## config.mk

```make
export PLATFORM = sky130hd
export DESIGN_NAME = load_store_unit
export DESIGN_NICKNAME = d
export VERILOG_FILES = /design/src/rtl/isa_types.sv /design/src/rtl/lsu_lane_align.sv /design/src/rtl/load_store_unit.sv
export SDC_FILE = /design/constraint.sdc
export NUM_CORES = 1
export LEC_CHECK = 0
export CORE_MARGIN = 2
export CORE_UTILIZATION = 59
export CTS_BUF_LIST = sky130_fd_sc_hd__clkbuf_2 sky130_fd_sc_hd__clkbuf_4 sky130_fd_sc_hd__clkbuf_8
export DETAILED_ROUTE_END_ITERATION = 7
export DONT_BUFFER_PORTS = 1
export PLACE_DENSITY = 0.75
export SLEW_MARGIN = 40
export SYNTH_ARGS = -nofsm -noshare
export SYNTH_HDL_FRONTEND = slang
export SYNTH_HIERARCHICAL = 1
export SYNTH_SLANG_ARGS = --single-unit
```

## constraint.sdc

```tcl
create_clock -name clock -period 4 [get_ports clock]
set_input_delay 0.8 -clock clock [delete_from_list [all_inputs] [get_ports clock]]
set_output_delay 0.8 -clock clock [all_outputs]
set_load 0.1 [all_outputs]
```

## src/rtl/isa_types.sv

```systemverilog
// Shared ISA-level types for the hart: data width, access width encoding and LSU state.
package isa_types;

    localparam int XLEN     = 32;
    localparam int MEM_BE_W = XLEN / 8;

    typedef enum logic [1:0] {
        WW_BYTE = 2'd0,
        WW_HALF = 2'd1,
        WW_WORD = 2'd2
    } write_width_t;

    typedef enum logic [1:0] {
        IDLE  = 2'd0,
        ISSUE = 2'd1,
        WAIT  = 2'd2,
        RESP  = 2'd3
    } lsu_state_t;

endpackage

```

## src/rtl/lsu_lane_align.sv

```systemverilog
// Combinational byte-lane steering: store byte enables and replicated data, load extract and extend.
// Zero latency; no flow control of its own.
module lsu_lane_align
    import isa_types::*;
(
    input  write_width_t          i_width,
    input  logic [1:0]            i_off,
    input  logic                  i_unsigned,
    input  logic [XLEN-1:0]       i_wdata,
    input  logic [XLEN-1:0]       i_rdata,
    output logic [MEM_BE_W-1:0]   o_be,
    output logic [XLEN-1:0]       o_wdata,
    output logic [XLEN-1:0]       o_rdata
);

    logic [XLEN-1:0] w_sh;

    always_comb begin
        w_sh    = i_rdata >> {i_off, 3'b000};
        o_be    = {MEM_BE_W{1'b1}};
        o_wdata = i_wdata;
        o_rdata = w_sh;
        case (i_width)
            WW_BYTE: begin
                o_be    = MEM_BE_W'(1) << i_off;
                o_wdata = {MEM_BE_W{i_wdata[7:0]}};
                o_rdata = {{(XLEN-8){w_sh[7] & ~i_unsigned}}, w_sh[7:0]};
            end
            WW_HALF: begin
                o_be    = MEM_BE_W'(3) << i_off;
                o_wdata = {(MEM_BE_W/2){i_wdata[15:0]}};
                o_rdata = {{(XLEN-16){w_sh[15] & ~i_unsigned}}, w_sh[15:0]};
            end
            default: ;
        endcase
    end

endmodule

```

## src/rtl/load_store_unit.sv

```systemverilog
// Memory stage: one LOAD/STORE at a time over a byte-enabled valid/ready + rvalid data port.
// Latency >= 3 cycles (1 with LSU_MISALIGN_TRAP_EN on a misaligned access); req_ready only in IDLE.
module load_store_unit
    import isa_types::*;
#(
    parameter int XLEN           = isa_types::XLEN,
    parameter int TIMEOUT_CYCLES = 16
) (
    input  logic                clock,
    input  logic                reset,
    input  logic                req_valid,
    output logic                req_ready,
    input  logic                req_is_store,
    input  write_width_t        req_width,
    input  logic                req_unsigned,
    input  logic [XLEN-1:0]     req_addr,
    input  logic [XLEN-1:0]     req_wdata,
    output logic                resp_valid,
    output logic [XLEN-1:0]     resp_rdata,
    output logic                resp_error,
    output logic                mem_req_valid,
    input  logic                mem_req_ready,
    output logic [XLEN-1:0]     mem_addr,
    output logic                mem_we,
    output logic [MEM_BE_W-1:0] mem_be,
    output logic [XLEN-1:0]     mem_wdata,
    input  logic                mem_rvalid,
    input  logic [XLEN-1:0]     mem_rdata
);

    localparam int CNT_W = $clog2(TIMEOUT_CYCLES) + 1;

    lsu_state_t          r_state;
    logic                r_is_store;
    logic                r_unsigned;
    write_width_t        r_width;
    logic [1:0]          r_off;
    logic [CNT_W-1:0]    r_cnt;
    logic                r_mem_req_valid;
    logic                r_mem_we;
    logic [MEM_BE_W-1:0] r_mem_be;
    logic [XLEN-1:0]     r_mem_addr;
    logic [XLEN-1:0]     r_mem_wdata;
    logic                r_resp_valid;
    logic                r_resp_error;
    logic [XLEN-1:0]     r_resp_rdata;

    logic                w_hs;
    logic                w_trap;
    logic                w_timeout;
    logic [1:0]          w_off;
    logic [1:0]          w_al_off;
    write_width_t        w_al_width;
    logic [MEM_BE_W-1:0] w_be;
    logic [XLEN-1:0]     w_wdata;
    logic [XLEN-1:0]     w_rdata;

    assign req_ready = (r_state == IDLE) && !reset;
    assign w_hs      = req_valid && req_ready;

    // Offset bits below the access size are dropped, so a non-trapping misaligned access goes aligned.
    always_comb begin
        w_off = req_addr[1:0];
        case (req_width)
            WW_BYTE: w_off = req_addr[1:0];
            WW_HALF: w_off = {req_addr[1], 1'b0};
            default: w_off = 2'b00;
        endcase
    end

`ifdef LSU_MISALIGN_TRAP_EN
    assign w_trap = ((req_width == WW_HALF) && req_addr[0]) ||
                    ((req_width != WW_BYTE) && (req_width != WW_HALF) && (req_addr[1:0] != 2'b00));
`else
    assign w_trap = 1'b0;
`endif

    // Counter reads k-1 in the k-th cycle after the handshake, so the error response lands at TIMEOUT_CYCLES.
    assign w_timeout  = r_cnt >= CNT_W'(TIMEOUT_CYCLES - 2);
    assign w_al_width = (r_state == IDLE) ? req_width : r_width;
    assign w_al_off   = (r_state == IDLE) ? w_off : r_off;

    lsu_lane_align u_align (
        .i_width    (w_al_width),
        .i_off      (w_al_off),
        .i_unsigned (r_unsigned),
        .i_wdata    (req_wdata),
        .i_rdata    (mem_rdata),
        .o_be       (w_be),
        .o_wdata    (w_wdata),
        .o_rdata    (w_rdata)
    );

    always_ff @(posedge clock) begin
        if (reset) begin
            r_state         <= IDLE;
            r_is_store      <= 1'b0;
            r_unsigned      <= 1'b0;
            r_width         <= WW_BYTE;
            r_off           <= 2'b00;
            r_cnt           <= '0;
            r_mem_req_valid <= 1'b0;
            r_mem_we        <= 1'b0;
            r_mem_be        <= '0;
            r_mem_addr      <= '0;
            r_mem_wdata     <= '0;
            r_resp_valid    <= 1'b0;
            r_resp_error    <= 1'b0;
            r_resp_rdata    <= '0;
        end else begin
            r_resp_valid <= 1'b0;
            r_resp_error <= 1'b0;
            r_resp_rdata <= '0;
            case (r_state)
                IDLE: begin
                    if (w_hs) begin
                        r_is_store <= req_is_store;
                        r_unsigned <= req_unsigned;
                        r_width    <= req_width;
                        r_off      <= w_off;
                        r_cnt      <= '0;
                        if (w_trap) begin
                            r_state      <= RESP;
                            r_resp_valid <= 1'b1;
                            r_resp_error <= 1'b1;
                        end else begin
                            r_state         <= ISSUE;
                            r_mem_req_valid <= 1'b1;
                            r_mem_we        <= req_is_store;
                            r_mem_be        <= w_be;
                            r_mem_addr      <= {req_addr[XLEN-1:2], 2'b00};
                            r_mem_wdata     <= w_wdata;
                        end
                    end
                end
                ISSUE: begin
                    r_cnt <= r_cnt + CNT_W'(1);
                    if (w_timeout) begin
                        r_state         <= RESP;
                        r_mem_req_valid <= 1'b0;
                        r_resp_valid    <= 1'b1;
                        r_resp_error    <= 1'b1;
                    end else if (mem_req_ready) begin
                        r_state         <= WAIT;
                        r_mem_req_valid <= 1'b0;
                    end
                end
                WAIT: begin
                    r_cnt <= r_cnt + CNT_W'(1);
                    if (mem_rvalid) begin
                        r_state      <= RESP;
                        r_resp_valid <= 1'b1;
                        r_resp_rdata <= r_is_store ? '0 : w_rdata;
                    end else if (w_timeout) begin
                        r_state      <= RESP;
                        r_resp_valid <= 1'b1;
                        r_resp_error <= 1'b1;
                    end
                end
                default: r_state <= IDLE;
            endcase
        end
    end

    assign resp_valid    = r_resp_valid;
    assign resp_error    = r_resp_error;
    assign resp_rdata    = r_resp_rdata;
    assign mem_req_valid = r_mem_req_valid;
    assign mem_we        = r_mem_we;
    assign mem_be        = r_mem_be;
    assign mem_addr      = r_mem_addr;
    assign mem_wdata     = r_mem_wdata;

endmodule
```

==> results.toml <==
# synthesis and place-and-route metrics
[timing]
final.setup.tns_ns = 0
fin_skew_ns = 0.00989
final_max_slew_viol_count = 0
finalClockPeriodUsage_pct = 74.3
finalSetupViolCount = 0
fin_hold_ws_ns = 0.460
fmax_mhz = 336
setup_ws_ns = 1.03
rsz0062_at_grt = "false"

[hold_path]
min_to = "r_off[0]"
whs_path_depth = 1

[setup_path]
worst-path-buf-inv = 1
crit_family = "AND-OR/OR-AND gates"
crit_arrival_ns = 3.28
r2r-end = "resp_rdata[18]"
critPathMaxStageDelay_ns = 0.71
rrSetupSlack_ns = 1.03
reg2reg_depth = 7
critPathRequiredTime_ns = 4.31
crit_path_end = "resp_rdata[18]"
start_kind = "flip-flop"
critPathLaunch = "r_state[0]"
slowest_stage = "mux2_2"
r2r_start = "r_state[0]"

[layout]
bufAreaShareNonClock_pct = 0.835
seq_area_sq_um = 2410
nNetsFinal = 723
logic_area_sq_um = 2920
dominant_cells = "logic gates"
num-fill-cells = 758
n_antenna_cell = 0
inverters_excl_clock = 5
final_cells = 736
clk_share_pct = 7.64
drive_above_1_share_pct = 30.1
combAreaFraction_pct = 48.7
area_growth_pct = 7.57

[placement]
gp_congestion = 0.841
hpwl_um = 9070
dp_cells = 704
pre_cts_slack_ns = 0.727
io_buffer_count = 0
placed_cell_area_sq_um = 5530

[synth]
synth_warnings = 6
ys_cells = 645
synth.top_cell.area_share_pct = 41.0
yosysTopAreaCell = "dfxtp_1"
most_common_cell = "dfxtp_1"
adder_share_pct = 1.35
ys_area_sq_um = 5570
top_logic_kind = "simple AND/OR/NAND/NOR gates"
syn_area_per_cell_sq_um = 8.64
async_flop_share_pct = 0
ys_seq_share_pct = 41.0
synth-edff-count = 0
area_leaders = "dfxtp_1 (41%), nand2b_1 (8.5%), nand2_1 (7.3%), o21ai_1 (6.5%), mux2_2 (5.5%)"
ys_sh_xor_pct = 0.314

[clock_tree]
cts.clk_slew.worst_paths_ns = 0.07
insertion_delay_ns = 0.42
hold_buffers = 0
post_cts_buffers = 0
postCtsResizedCells = 0
cts_buffer_depth = 2
htreeDepth = 4

[floorplanning]
die_area_sq_um = 10200
io_pins = 210
core_area_sq_um = 9200
taps = 111
row_count = 35
die_w_um = 101
fp_util_pct = 60.6

[detailed_routing]
viasPerCell = 5.70
wl_met3_um = 1180
drt-met1-wl_um = 5080
antenna_left = 0
drc = 0
top_layer_used = "met4"
drt_iter0_drc = 153

[pwr]
p_leak_nw = 2.23
finalPower_mw = 4.81
ir_drop_uv = 485

[global_routing]
top_usage_layer = "met2"
grt_overflow = 0
grt_pass1_wl_um = 20100
grt_max_degree = 95
antenna_found_initial = 0

[status]
outcome = "completed"
[worst register-to-register path, stage by stage, from the launching register on]
cell      delay, ns
dfxtp_1        0.33
inv_1          0.11
ha_1           0.52
mux2_2         0.71
nor2_1         0.24
a32oi_4        0.59
o211ai_1       0.18
and2_1         0.19
[registers in the layout (all words and copies together), names as in the netlist]
| signal | count |
|---|---|
| mem_wdata | 32 |
| resp_rdata | 32 |
| mem_addr | 30 |
| r_cnt | 5 |
| mem_be | 4 |
| r_off | 2 |
| r_state | 2 |
| r_width | 2 |
| mem_req_valid | 1 |
| mem_we | 1 |
| r_unsigned | 1 |
| resp_error | 1 |
| resp_valid | 1 |
[power by group]
part | switching, mW | total [mW] | internal (mW)
Clock | 0.499 | 1.22 | 0.724
Combinational | 0.612 | 1.02 | 0.409
Sequential | 1.23 | 2.57 | 1.34
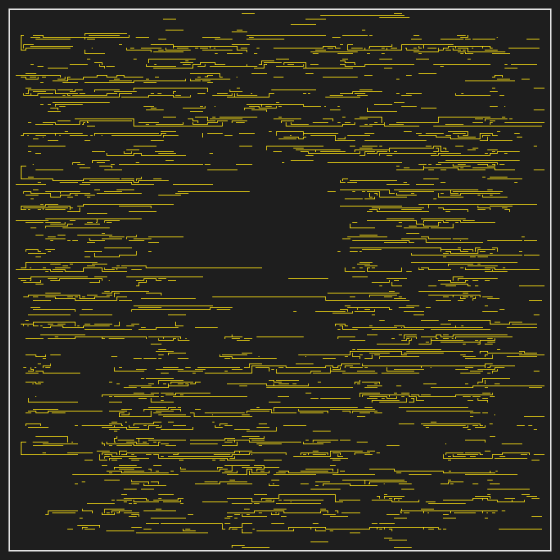
Figure 1: met1 routing.
- share of all routed wire: 39%
- nets with wire on the layer: 665
- main direction: horizontal
- wire length on this layer: 5,080 um
DR vias: 4,196
Routed WL: 13,000 um
met1 GRT Util: 28.5%

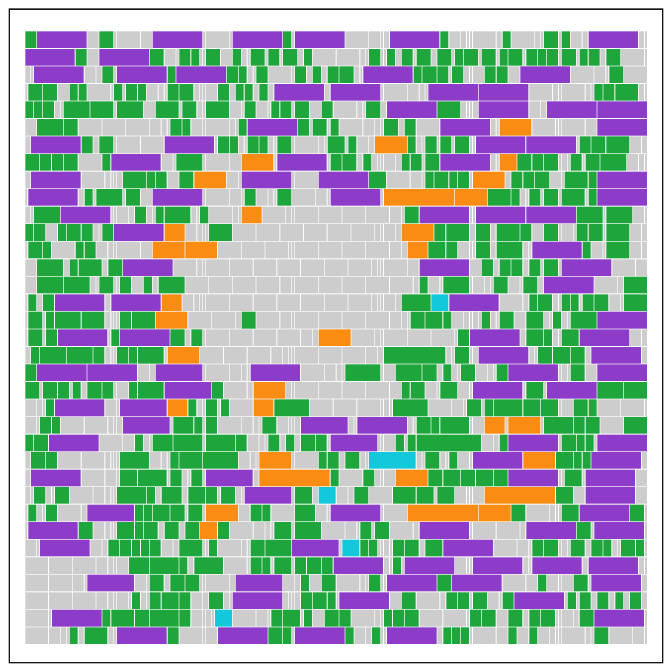
Figure 2: placed cells, one color a class.
Fill, decap, tap and diode cells in gray.
- remaining buffers and delay cells: cyan (cells 5; share of their area 0.86%)
- sequential cells: purple (cells 114; share of their area 41%)
- remaining logic cells: green (cells 474; share of their area 50%)
- clock drivers and dummy loads: orange (cells 32; share of their area 7.8%)
Final Cell Area: 5990 sq um
flop share of the area: 40.2%

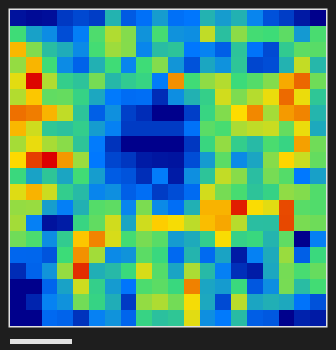
Figure 3: routed metal per tile.
The bar under the picture is 20 um long. The die is cut into 20 by 20 equal tiles; dark blue is low, red is high, scaled to the fullest tile. Values are wire area over tile area, all layers added.
- emptiest ninth of the die: center
- nearly empty tiles: 3.5%
- densest ninth of the die: middle right
GRT Total Usage: 24.9%
per-cell routed wire length: 17.7 um

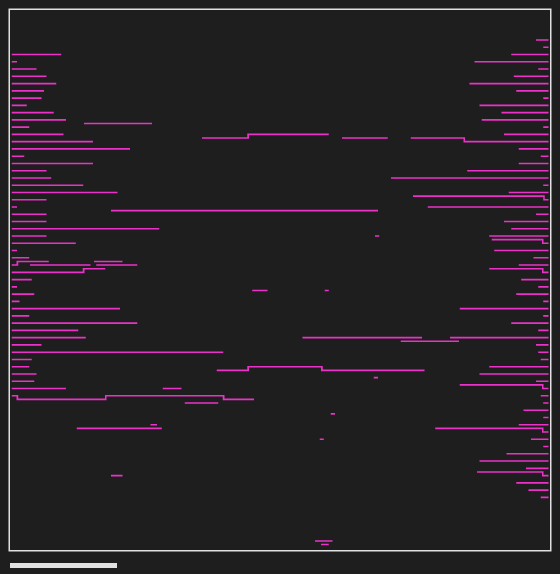
Figure 4: signal wires on met3.
The bar under the picture is 20 um long.
- main direction: horizontal
- share of all routed wire: 9.0%
- wire length on this layer: 1,180 um
- nets with wire on the layer: 126
GRT met3 Usage: 8.83%

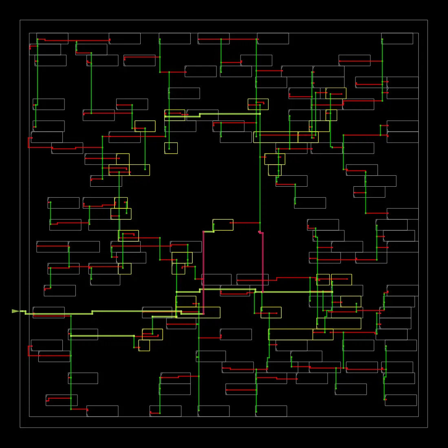
Figure 5: clock routing.
Sink Count: 114
clock buffer count from CTS: 17
Clock Buffer Count: 19
flop count: 114
P_clk: 1.22 mW

No activity file was given, so power comes from the tool's default toggle rates.
